### src/rtl/instr_prefetch_buf_pkg.sv
// prefetch_pkg: downstream handshake states and default widths for instr_prefetch_buf.
package prefetch_pkg;
    typedef enum logic [1:0] {D_IDLE, D_REQ, D_RTZ} dn_state_e;
    localparam int DEF_INSTR_W = 32;
    localparam int DEF_PC_W    = 8;
endpackage

### src/rtl/instr_prefetch_buf_if.sv
// instr_prefetch_buf_if: fetch-side and decode-side 4-phase handshakes plus flush/level.
interface instr_prefetch_buf_if
    import prefetch_pkg::*;
#(
    parameter int DEPTH   = 4,
    parameter int INSTR_W = DEF_INSTR_W,
    parameter int PC_W    = DEF_PC_W
);
    localparam int LW = $clog2(DEPTH + 1);
    logic               up_req;
    logic               up_ack;
    logic [INSTR_W-1:0] up_instr;
    logic [PC_W-1:0]    up_pc;
    logic               dn_req;
    logic               dn_ack;
    logic [INSTR_W-1:0] dn_instr;
    logic [PC_W-1:0]    dn_pc;
    logic               flush;
    logic [LW-1:0]      level;
    modport master (
        output up_req, up_instr, up_pc, dn_ack, flush,
        input  up_ack, dn_req, dn_instr, dn_pc, level
    );
    modport slave (
        input  up_req, up_instr, up_pc, dn_ack, flush,
        output up_ack, dn_req, dn_instr, dn_pc, level
    );
endinterface

### src/rtl/instr_prefetch_buf_hs_sync2.sv
// hs_sync2: 2-flop synchronizer for a handshake level signal, async active-low reset to 0.
module hs_sync2 (
    input  logic clk,
    input  logic rst_n,
    input  logic d_i,
    output logic q_o
);
    logic [1:0] sync_q;
    always_ff @(posedge clk or negedge rst_n) begin
        if (!rst_n) sync_q <= 2'b00;
        else        sync_q <= {sync_q[0], d_i};
    end
    assign q_o = sync_q[1];
endmodule

### src/rtl/instr_prefetch_buf.sv
// instr_prefetch_buf: FIFO between fetch and decode with 4-phase handshakes on both sides.
// Define PREFETCH_SYNC_EN to pass up_req and dn_ack through 2-flop synchronizers.
module instr_prefetch_buf
    import prefetch_pkg::*;
#(
    parameter int DEPTH   = 4,
    parameter int INSTR_W = DEF_INSTR_W,
    parameter int PC_W    = DEF_PC_W
) (
    input logic clk,
    input logic rst_n,
    instr_prefetch_buf_if.slave bus
);
    localparam int AW = $clog2(DEPTH);
    localparam int LW = $clog2(DEPTH + 1);
    localparam logic [LW-1:0] FULL = LW'(DEPTH);

    logic up_req_s;
    logic dn_ack_s;
`ifdef PREFETCH_SYNC_EN
    hs_sync2 u_sync_up (.clk(clk), .rst_n(rst_n), .d_i(bus.up_req), .q_o(up_req_s));
    hs_sync2 u_sync_dn (.clk(clk), .rst_n(rst_n), .d_i(bus.dn_ack), .q_o(dn_ack_s));
`else
    assign up_req_s = bus.up_req;
    assign dn_ack_s = bus.dn_ack;
`endif

    dn_state_e          state_q, state_d;
    logic [INSTR_W-1:0] mem_instr_q [DEPTH];
    logic [PC_W-1:0]    mem_pc_q [DEPTH];
    logic [AW-1:0]      wr_ptr_q, wr_ptr_d, rd_ptr_q, rd_ptr_d;
    logic [LW-1:0]      level_q, level_d;
    logic               up_ack_q, up_ack_d;
    logic               dn_req_q, dn_req_d;
    logic               drop_q, drop_d;
    logic [INSTR_W-1:0] dn_instr_q, dn_instr_d;
    logic [PC_W-1:0]    dn_pc_q, dn_pc_d;
    logic               capture, write, pop;

    // A capture under flush still acks so the fetch handshake completes; only the write is lost.
    assign capture  = up_req_s && !up_ack_q && (level_q != FULL);
    assign write    = capture && !bus.flush;
    assign up_ack_d = capture || (up_ack_q && up_req_s);

    // drop_q marks an offered word whose FIFO slot was already cleared by a flush.
    always_comb begin
        state_d    = state_q;
        dn_req_d   = dn_req_q;
        dn_instr_d = dn_instr_q;
        dn_pc_d    = dn_pc_q;
        drop_d     = drop_q;
        pop        = 1'b0;
        case (state_q)
            D_IDLE: begin
                if (level_q != '0 && !dn_ack_s && !bus.flush) begin
                    state_d    = D_REQ;
                    dn_req_d   = 1'b1;
                    dn_instr_d = mem_instr_q[rd_ptr_q];
                    dn_pc_d    = mem_pc_q[rd_ptr_q];
                    drop_d     = 1'b0;
                end
            end
            D_REQ: begin
                if (dn_ack_s) begin
                    state_d  = D_RTZ;
                    dn_req_d = 1'b0;
                    pop      = !bus.flush && !drop_q;
                    drop_d   = 1'b0;
                end else if (bus.flush) begin
                    drop_d = 1'b1;
                end
            end
            D_RTZ: begin
                if (!dn_ack_s) state_d = D_IDLE;
            end
            default: state_d = D_IDLE;
        endcase
    end

    assign level_d  = bus.flush ? '0 : level_q + LW'(write) - LW'(pop);
    assign wr_ptr_d = bus.flush ? '0 : wr_ptr_q + AW'(write);
    assign rd_ptr_d = bus.flush ? '0 : rd_ptr_q + AW'(pop);

    always_ff @(posedge clk or negedge rst_n) begin
        if (!rst_n) begin
            state_q    <= D_IDLE;
            wr_ptr_q   <= '0;
            rd_ptr_q   <= '0;
            level_q    <= '0;
            up_ack_q   <= 1'b0;
            dn_req_q   <= 1'b0;
            drop_q     <= 1'b0;
            dn_instr_q <= '0;
            dn_pc_q    <= '0;
        end else begin
            state_q    <= state_d;
            wr_ptr_q   <= wr_ptr_d;
            rd_ptr_q   <= rd_ptr_d;
            level_q    <= level_d;
            up_ack_q   <= up_ack_d;
            dn_req_q   <= dn_req_d;
            drop_q     <= drop_d;
            dn_instr_q <= dn_instr_d;
            dn_pc_q    <= dn_pc_d;
        end
    end

    always_ff @(posedge clk) begin
        if (write) begin
            mem_instr_q[wr_ptr_q] <= bus.up_instr;
            mem_pc_q[wr_ptr_q]    <= bus.up_pc;
        end
    end

    assign bus.up_ack   = up_ack_q;
    assign bus.dn_req   = dn_req_q;
    assign bus.dn_instr = dn_instr_q;
    assign bus.dn_pc    = dn_pc_q;
    assign bus.level    = level_q;
endmodule

### src/flat_wrapper.sv
// flat-port wrapper written by rule: the top's interface ports become plain ports
module instr_prefetch_buf_flat import prefetch_pkg::*;
#(
    parameter int DEPTH   = 4,
    parameter int INSTR_W = DEF_INSTR_W,
    parameter int PC_W    = DEF_PC_W
)
  (clk, rst_n, bus_up_req, bus_up_instr, bus_up_pc, bus_dn_ack, bus_flush, bus_up_ack, bus_dn_req, bus_dn_instr, bus_dn_pc, bus_level);
  instr_prefetch_buf_if #(.DEPTH(DEPTH), .INSTR_W(INSTR_W), .PC_W(PC_W)) bus_i ();
  input logic clk;
  input logic rst_n;
  input wire logic [$bits(bus_i.up_req)-1:0] bus_up_req;
  input wire logic [$bits(bus_i.up_instr)-1:0] bus_up_instr;
  input wire logic [$bits(bus_i.up_pc)-1:0] bus_up_pc;
  input wire logic [$bits(bus_i.dn_ack)-1:0] bus_dn_ack;
  input wire logic [$bits(bus_i.flush)-1:0] bus_flush;
  output wire logic [$bits(bus_i.up_ack)-1:0] bus_up_ack;
  output wire logic [$bits(bus_i.dn_req)-1:0] bus_dn_req;
  output wire logic [$bits(bus_i.dn_instr)-1:0] bus_dn_instr;
  output wire logic [$bits(bus_i.dn_pc)-1:0] bus_dn_pc;
  output wire logic [$bits(bus_i.level)-1:0] bus_level;
  assign bus_i.up_req = bus_up_req;
  assign bus_i.up_instr = bus_up_instr;
  assign bus_i.up_pc = bus_up_pc;
  assign bus_i.dn_ack = bus_dn_ack;
  assign bus_i.flush = bus_flush;
  assign bus_up_ack = bus_i.up_ack;
  assign bus_dn_req = bus_i.dn_req;
  assign bus_dn_instr = bus_i.dn_instr;
  assign bus_dn_pc = bus_i.dn_pc;
  assign bus_level = bus_i.level;
  instr_prefetch_buf #(.DEPTH(DEPTH), .INSTR_W(INSTR_W), .PC_W(PC_W)) u_core (.clk(clk), .rst_n(rst_n), .bus(bus_i));
endmodule
### config.mk
export PLATFORM = sky130hd
export DESIGN_NAME = instr_prefetch_buf_flat
export DESIGN_NICKNAME = d
export VERILOG_FILES = /design/src/rtl/instr_prefetch_buf_pkg.sv /design/src/rtl/instr_prefetch_buf_if.sv /design/src/rtl/instr_prefetch_buf_hs_sync2.sv /design/src/rtl/instr_prefetch_buf.sv /design/src/flat_wrapper.sv
export SDC_FILE = /design/constraint.sdc
export NUM_CORES = 1
export LEC_CHECK = 0
export ABC_AREA = 1
export CAP_MARGIN = 20
export CELL_PAD_IN_SITES_DETAIL_PLACEMENT = 1
export CELL_PAD_IN_SITES_GLOBAL_PLACEMENT = 2
export CORE_ASPECT_RATIO = 0.7
export CORE_MARGIN = 2
export CORE_UTILIZATION = 25
export DETAILED_ROUTE_END_ITERATION = 6
export PLACE_DENSITY_LB_ADDON = 0.1
export SYNTH_ARGS = -nofsm -noshare
export SYNTH_HDL_FRONTEND = slang
export SYNTH_HIERARCHICAL = 1
export SYNTH_SLANG_ARGS = --single-unit
### constraint.sdc
create_clock -name clk -period 6.25 [get_ports clk]
set_input_delay 1.25 -clock clk [delete_from_list [all_inputs] [get_ports clk]]
set_output_delay 1.25 -clock clk [all_outputs]
set_load 0.05 [all_outputs]
Run 1, sequential cells grouped by signal name:
Other sequential cells in the stronger gray, the rest of the logic in the fainter gray.
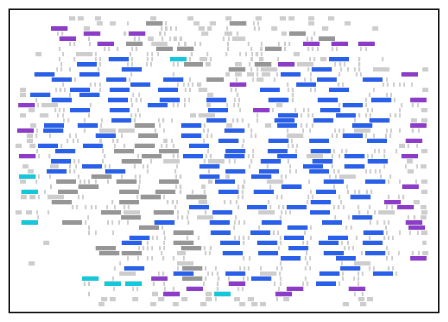
[u_core/mem_instr_q] blue | sequential cells: 128
[u_core/bus.dn_pc] cyan | sequential cells: 8
[u_core/bus.dn_instr] purple | sequential cells: 32 | where: spread over the die
not colored: 44

Run 1, clock network drawn from the DEF:
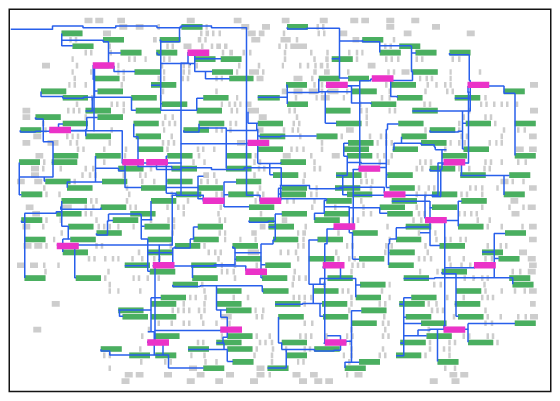
[flip-flops] green | count: 212
[clock wires] blue | length: 3,400 um
[clock drivers] magenta | count: 25
routed clock nets: 26

Run 1, cell outlines without signal wires:
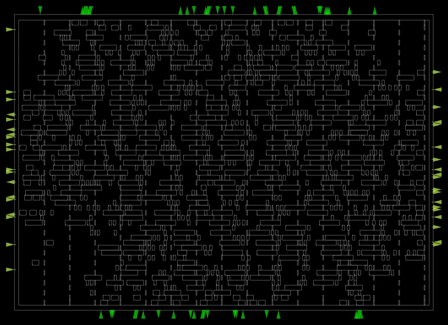
proportion of cell area occupied by registers: 56.2%
core footprint: 34,700 um2
final core occ: 31.4%
FFs & Latches: 212

[run 1: metrics by stage]
step | total power (uW) | instances
3_3_place_gp | 2880 | 1410
4_1_cts | 4300 | 1455
3_5_place_dp | 2880 | 1410
5_1_grt | 4440 | 1455
2_1_floorplan | 2480 | 878
6_report | 4210 | 1456
[run 1: Yosys cell counts (all sizes together)]
| cell | count |
|---|---|
| a21boi | 1 |
| nand2 | 337 |
| xor2 | 1 |
| dfrtp | 52 |
| nor2 | 177 |
| clkbuf | 3 |
| nand4 | 1 |
| fa | 1 |
| buf | 33 |
| nor3 | 1 |
| ha | 2 |
| nand3 | 4 |
| xnor2 | 1 |
| inv | 99 |
| edfxtp | 160 |
| o21ai | 5 |
==> job_summary.md, run 1 <==
### Flow metrics

| Metric | Value |
|---|---|
| Worst path bufs/invs | 2 |
| Max reg flops | 128 |
| Met3 wire length | 823 um |
| Worst hold margin | 0.474 ns |
| Max-cap viol count | 0 |
| Final WS setup | 2.91 ns |
| Tot GR Track Use | 12.4% |
| Part of the power in combinational logic | 24.9% |
| Max Used Layer | met4 |
| Register area | 6110 um2 |
| Hold buffers post-CTS | 0 |
| FF-to-FF End | u_core/bus.dn_instr[10]$_DFFE_PN0P_ |
| Status | completed |
| Chip Area, Yosys | 8780 um2 |
| Setup Buffers After CTS | 0 |
| Initial antenna violation count | 0 |
| DRC viols | 0 |
| Logic inverters | 99 |
| Critical R2R Launch | u_core/rd_ptr_q[0]$_DFF_PN0_ |
| P_comb | 1050 uW |
| M1 WL | 11,500 um |
| Synth Warn # | 6 |
| Synth Register Bits | 212 |
| Root buf cell | clkbuf_16 |
| Complex Gates by Area | 0.370% |
| Routed WL | 22,200 um |
| Switching Power | 1380 uW |
| CP Class | input port to flip-flop |
| Late-Pin Clk Latency | 0.53 ns |
| Combinational Area | 2100 um2 |
| Layout Nets | 1,013 |
| DPL Wire Length | 13,000 um |
| Top power group | sequential cells |
| Row Count | 57 |
| Critical Path Source | bus_flush |
| Netlist cell types | 22 |
| Worst Setup Start Kind | input port |
| R2R depth | 7 |
| Worst Setup EP | u_core/mem_instr_q[3][2]$_DFFE_PP_ |
| Hold Path Cell Cnt | 2 |
| Leading area contributor after synthesis | edfxtp_1 |
| GRT met2 Usage | 18.8% |
| Tool warning count | 26 |
| Share of layout cells above drive strength 1 | 5.19% |
| Clk sinks | 212 |
| PwrDens | 387 nW/um2 |
| CTS Buf Count | 25 |
| RSZ-0062 raised after global routing | no |
| Post-route cell area | 10,900 um2 |
| Hold WC Path Type | flip-flop to flip-flop |
| Top cell area share | 54.7% |
| # H-tree levels | 1 |
Run 1, wire density map:
Scale bar: 50 um. 23 x 16 tiles, from dark purple (low) to yellow (high), scaled to the fullest tile. Values are wire area over tile area, all layers added.
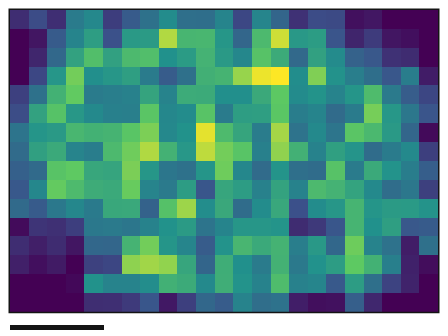

==> run 2: changes to the inputs <==
==> constraint.sdc (replaced) <==
create_clock -name clk -period 3.27 [get_ports clk]
set_input_delay 0.654 -clock clk [delete_from_list [all_inputs] [get_ports clk]]
set_output_delay 0.654 -clock clk [all_outputs]
set_load 0.05 [all_outputs]
Run 2, wire density map:
Scale bar: 50 um. 23 x 16 tiles, from dark purple (low) to yellow (high), scaled to the fullest tile. Values are wire area over tile area, all layers added.
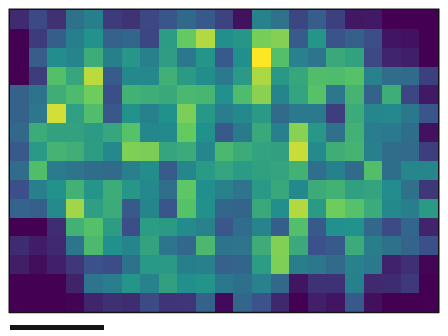
tiles over half the peak: 35%
nearly empty tiles: 6.2%
mean over tiles: 0.092
fullest tile: 0.22
Tot GR Track Use: 12.4%
per-cell routed wire length: 15.0 um
total vias in the final route: 5,663

==> run 2 against run 1 <==
- sequential cell count stayed put
- sequential share of layout area is 0.63 points lower
- wire length is 1.3% lower
==> job_summary.md, run 2 <==
### Flow metrics

| Metric | Value |
|---|---|
| Critical R2R Launch | u_core/rd_ptr_q[0]$_DFF_PN0_ (unchanged) |
| Top-count cell post-synth | nand2_1 (unchanged) |
| Worst Setup Start Kind | flip-flop (was input port) |
| Final Non-Filler Cells | 1,460 (was 1,456) |
| Routed WL | 21,900 um (was 22,200 um) |
| Seq pwr | 3400 uW (was 1780 uW) |
| Met3 wire length | 705 um (was 823 um) |
| Layout Nets | 1,018 (was 1,013) |
| Post-route cell area | 11,000 um2 (was 10,900 um2) |
| FF-to-FF End | u_core/bus.dn_instr[31]$_DFFE_PN0P_ (was u_core/bus.dn_instr[10]$_DFFE_PN0P_) |
| Avg Inst Size Synth | 10.0 um2 (unchanged) |
| Complex Gates by Area | 0.370% (unchanged) |
| PwrDens | 727 nW/um2 (was 387 nW/um2) |
| Worst hold margin | 0.210 ns (was 0.474 ns) |
| Crit Path Max Fanout | 4 (was 26) |
| Logic inverters | 99 (unchanged) |
| Least-Margin Pin Slew | 0.824 ns (was 1.02 ns) |
| Clk sinks | 212 (unchanged) |
| Most frequent cells after synthesis | nand2_1 (337), nor2_1 (176), edfxtp_1 (160) (unchanged) |
| Root buf cell | clkbuf_16 (unchanged) |
| Iter 0 DRT Violations | 263 (was 230) |
| Core footprint | 34,700 um2 (unchanged) |
| Tmin final | 2.45 ns |
| Status | completed (unchanged) |
| Placed Cells | 1,416 (was 1,410) |
| Post-synth ARST share | 24.5% (unchanged) |
| Chip Area, Yosys | 8780 um2 (unchanged) |
| Late-Pin Clk Latency | 0.52 ns (was 0.53 ns) |
| Final WS setup | 0.820 ns (was 2.91 ns) |
| CTS Buf Count | 24 (was 25) |
| R2R depth | 7 (unchanged) |
| M1 WL | 11,400 um (was 11,500 um) |
| Initial antenna violation count | 0 (unchanged) |
| P_comb | 2020 uW (was 1050 uW) |
| Crit-path cells | clkdlybuf4s50_1 (was clkdlybuf4s50_1 > nor2_1 > nand3_1 > nor2_4 > buf_4) |
| DRC viols | 0 (unchanged) |
| Worst path bufs/invs | 1 (was 2) |
| GRT met2 Usage | 19.2% (was 18.8%) |
| Drt via density | 3.88 (was 3.96) |
| Req. time, crit path | 2.62 ns (was 6.45 ns) |
| Top Layout Cells | nand2_1 (337), nor2_1 (172), edfxtp_1 (160), inv_1 (97), clkdlybuf4s50_1 (88) (unchanged) |
| Full die area | 36,700 um2 (unchanged) |
| FFs & Latches | 212 (unchanged) |
| Cts repair resizes | 0 (unchanged) |
| Synth Register Bits | 212 (unchanged) |
| CP Class | flip-flop to primary output (was input port to flip-flop) |
| Netlist cell types | 22 (unchanged) |
| Top cell area share | 54.7% (unchanged) |
| Comb/total area | 19.1% (was 19.3%) |
| # H-tree levels | 1 (unchanged) |
| Max-area cell class | flip-flops and latches (unchanged) |
| Hold buffers post-CTS | 0 (unchanged) |
| Row Count | 57 (unchanged) |
| Tool warning count | 26 (unchanged) |
| # diodes | 0 (was 1) |
| DPL Wire Length | 13,100 um (was 13,000 um) |
| Share of layout cells above drive strength 1 | 6.38% (was 5.19%) |
| Logic Gate Count | 531 (unchanged) |
| RSZ-0062 raised after global routing | no (unchanged) |
| Part of the power in combinational logic | 25.3% (was 24.9%) |
| Total power draw | 7990 uW (was 4210 uW) |
| Max Used Layer | met4 (unchanged) |
| Top power group | sequential cells (unchanged) |
| Proportion of cell area occupied by registers | 55.5% (was 56.2%) |
| Flip-flops with a built-in enable | 160 (unchanged) |
| Setup Buffers After CTS | 0 (unchanged) |
| Critical Path Source | u_core/bus.level[1]$_DFF_PN0_ (was bus_flush) |
| Hold WC Path Type | input port to asynchronous set/reset pin (was flip-flop to flip-flop) |
| Switching Power | 2630 uW (was 1380 uW) |
| Max-cap viol count | 0 (unchanged) |
| Leading area contributor after synthesis | edfxtp_1 (unchanged) |
| Max incr delay on CP | 0.84 ns (was 0.76 ns) |
| Combinational Area | 2100 um2 (unchanged) |
| Synth Warn # | 6 (unchanged) |
| Max reg flops | 128 (unchanged) |
| Final core occ | 31.7% (was 31.4%) |
| Post-synth top flop | edfxtp_1 (unchanged) |
| Gr busiest metal | met2 (unchanged) |
| Register area | 6110 um2 (unchanged) |
run 2: cell types whose count changed in the layout (fill, tap and decap cells not counted), sizes merged:
cell,before,now
buf,8,14
clkbuf,42,35
clkinv,2,9
clkinvlp,1,0
diode,1,0
run 2: how the worst max path moves through the flow:
stage / end / slack [ns] / cells after the start
global route: bus_level[1] / 0.75 / 1
finish: bus_level[1] / 0.82 / 1
detailed placement: u_core/bus.level[2]$_DFF_PN0_ / 0.55 / 13
floorplan: u_core/mem_instr_q[0][0]$_DFFE_PP_ / 0.03 / 6
CTS: bus_level[1] / 0.78 / 1
global placement: u_core/bus.level[2]$_DFF_PN0_ / 0.57 / 12
Run 2, sequential cells grouped by signal name:
Other sequential cells in the stronger gray, the rest of the logic in the fainter gray.
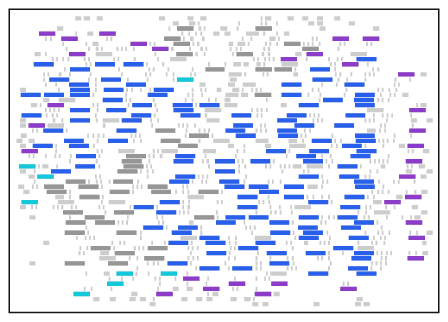

==> run 3: changes to the inputs <==
==> constraint.sdc (replaced) <==
create_clock -name clk -period 2.4 [get_ports clk]
set_input_delay 0.48 -clock clk [delete_from_list [all_inputs] [get_ports clk]]
set_output_delay 0.48 -clock clk [all_outputs]
set_load 0.05 [all_outputs]
Run 3, sequential cells grouped by signal name:
Other sequential cells in the stronger gray, the rest of the logic in the fainter gray.
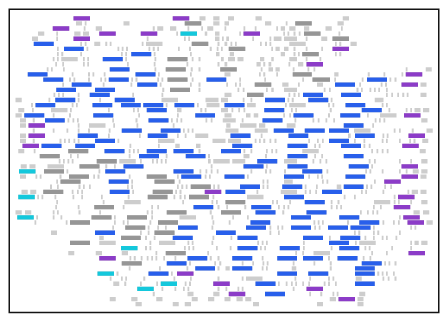
[u_core/mem_instr_q] blue | sequential cells: 128
[u_core/bus.dn_pc] cyan | sequential cells: 8
[u_core/bus.dn_instr] purple | sequential cells: 32 | where: spread over the die
not colored: 44
final core occ: 32.3%
seq pwr: 4630 uW

==> run 3 against run 2 <==
- register-to-register slack got worse by 0.91 ns
- first-iteration DRC count shrank 17%
- highest routed layer unchanged
- worst setup slack got worse by 0.69 ns
- clock power increased by 36%
- clock-buffer cell count is 4 higher
- sequential share of layout area fell by 0.88 points
- critical path depth did not move
- total power grew 37%
==> job_summary.md, run 3 <==
### Flow metrics

| Metric | Value |
|---|---|
| Leading area contributor after synthesis | edfxtp_1 (unchanged) |
| Top Layout Cells | nand2_1 (337), nor2_1 (172), edfxtp_1 (160), inv_1 (97), clkdlybuf4s50_1 (88) (unchanged) |
| Post-synth ARST share | 24.5% (unchanged) |
| Max incr delay on CP | 0.84 ns (about the same) |
| # setup viols final | 0 (unchanged) |
| M1 WL | 11,500 um (was 11,400 um) |
| Row Count | 57 (unchanged) |
| Synth Register Bits | 212 (unchanged) |
| Initial antenna violation count | 0 (unchanged) |
| Critical Path Source | u_core/bus.level[1]$_DFF_PN0_ (unchanged) |
| Top-count cell post-synth | nand2_1 (unchanged) |
| Combinational Area | 2100 um2 (unchanged) |
| Met3 wire length | 740 um (was 705 um) |
| CP Capture Type | primary output (unchanged) |
| Status | completed (unchanged) |
| DPL Wire Length | 14,300 um (was 13,100 um) |
| Root buf cell | clkbuf_16 (unchanged) |
| Avg Inst Size Synth | 10.0 um2 (unchanged) |
| Synth Warn # | 6 (unchanged) |
| CP Class | flip-flop to primary output (unchanged) |
| Gr busiest metal | met2 (unchanged) |
| Full die area | 36,700 um2 (unchanged) |
| RSZ-0062 raised after global routing | no (unchanged) |
| Netlist cell types | 22 (unchanged) |
| Hold buffers post-CTS | 0 (unchanged) |
| Worst hold margin | 0.0420 ns (was 0.210 ns) |
| Tot GR Track Use | 12.5% (was 12.4%) |
| Placed Cells | 1,435 (was 1,416) |
| CTS Buf Count | 25 (was 24) |
| Late-Pin Clk Latency | 0.52 ns (about the same) |
| Hold WC Path Type | input port to asynchronous set/reset pin (unchanged) |
| Final WS setup | 0.134 ns (was 0.820 ns) |
| Routed WL | 22,400 um (was 21,900 um) |
| Top cell area share | 54.7% (unchanged) |
| Total power draw | 11,000 uW (was 7990 uW) |
| R2R depth | 11 (was 7) |
| Clk sinks | 212 (unchanged) |
| Complex Gates by Area | 0.370% (unchanged) |
| DRC viols | 0 (unchanged) |
| Per-cell routed wire length | 15.1 um (was 15.0 um) |
| Max-cap viol count | 0 (unchanged) |
| Most frequent cells after synthesis | nand2_1 (337), nor2_1 (176), edfxtp_1 (160) (unchanged) |
| Critical R2R Launch | u_core/state_q[0]$_DFFE_PN0P_ (was u_core/rd_ptr_q[0]$_DFF_PN0_) |
| Share of layout cells above drive strength 1 | 7.35% (was 6.38%) |
| # diodes | 0 (unchanged) |
| Total vias in the final route | 5,785 (was 5,663) |
| Setup Buffers After CTS | 0 (unchanged) |
| Chip Area, Yosys | 8780 um2 (unchanged) |
| Iter 0 DRT Violations | 217 (was 263) |
| Worst path bufs/invs | 1 (unchanged) |
| Worst Setup EP | bus_level[1] (unchanged) |
| Cts repair resizes | 0 (unchanged) |
| Register area | 6110 um2 (unchanged) |
| FF-to-FF End | u_core/bus.level[2]$_DFF_PN0_ (was u_core/bus.dn_instr[31]$_DFFE_PN0P_) |
| Crit Path Max Fanout | 4 (unchanged) |
| Max reg flops | 128 (unchanged) |
| PwrDens | 980 nW/um2 (was 727 nW/um2) |
| Crit-path cells | clkdlybuf4s50_1 (unchanged) |
| CP Depth | 1 (unchanged) |
| Least-Margin Pin Slew | 0.798 ns (was 0.824 ns) |
| Final Non-Filler Cells | 1,479 (was 1,460) |
| Tmin final | 2.27 ns |
| Layout Nets | 1,038 (was 1,018) |
| # H-tree levels | 1 (unchanged) |
| GRT met2 Usage | 19.2% (about the same) |
-- run 3: cell counts after synthesis --
No cell type changed its count.
-- run 3: cell type report --
| type | instances | area share (%) |
|---|---|---|
| tap | 472 | 5.28 |
| inverter | 99 | 3.32 |
| clock buffer | 39 | 6.42 |
| clock inverter | 5 | 0.213 |
| sequential | 212 | 54.7 |
| timing repair buffer | 121 | 11.3 |
| multi-input combinational | 531 | 18.8 |
-- run 3: report_power, final --
group / switching (uW) / internal (uW) / leakage [uW]
Clock: 1460 / 2040 / 0.000357
Sequential: 225 / 4410 / 0.00210
Combinational: 1900 / 919 / 0.00221
Total: 3590 / 7360 / 0.00467
Power figures rest on the tool's default switching activity, not on a simulated workload.
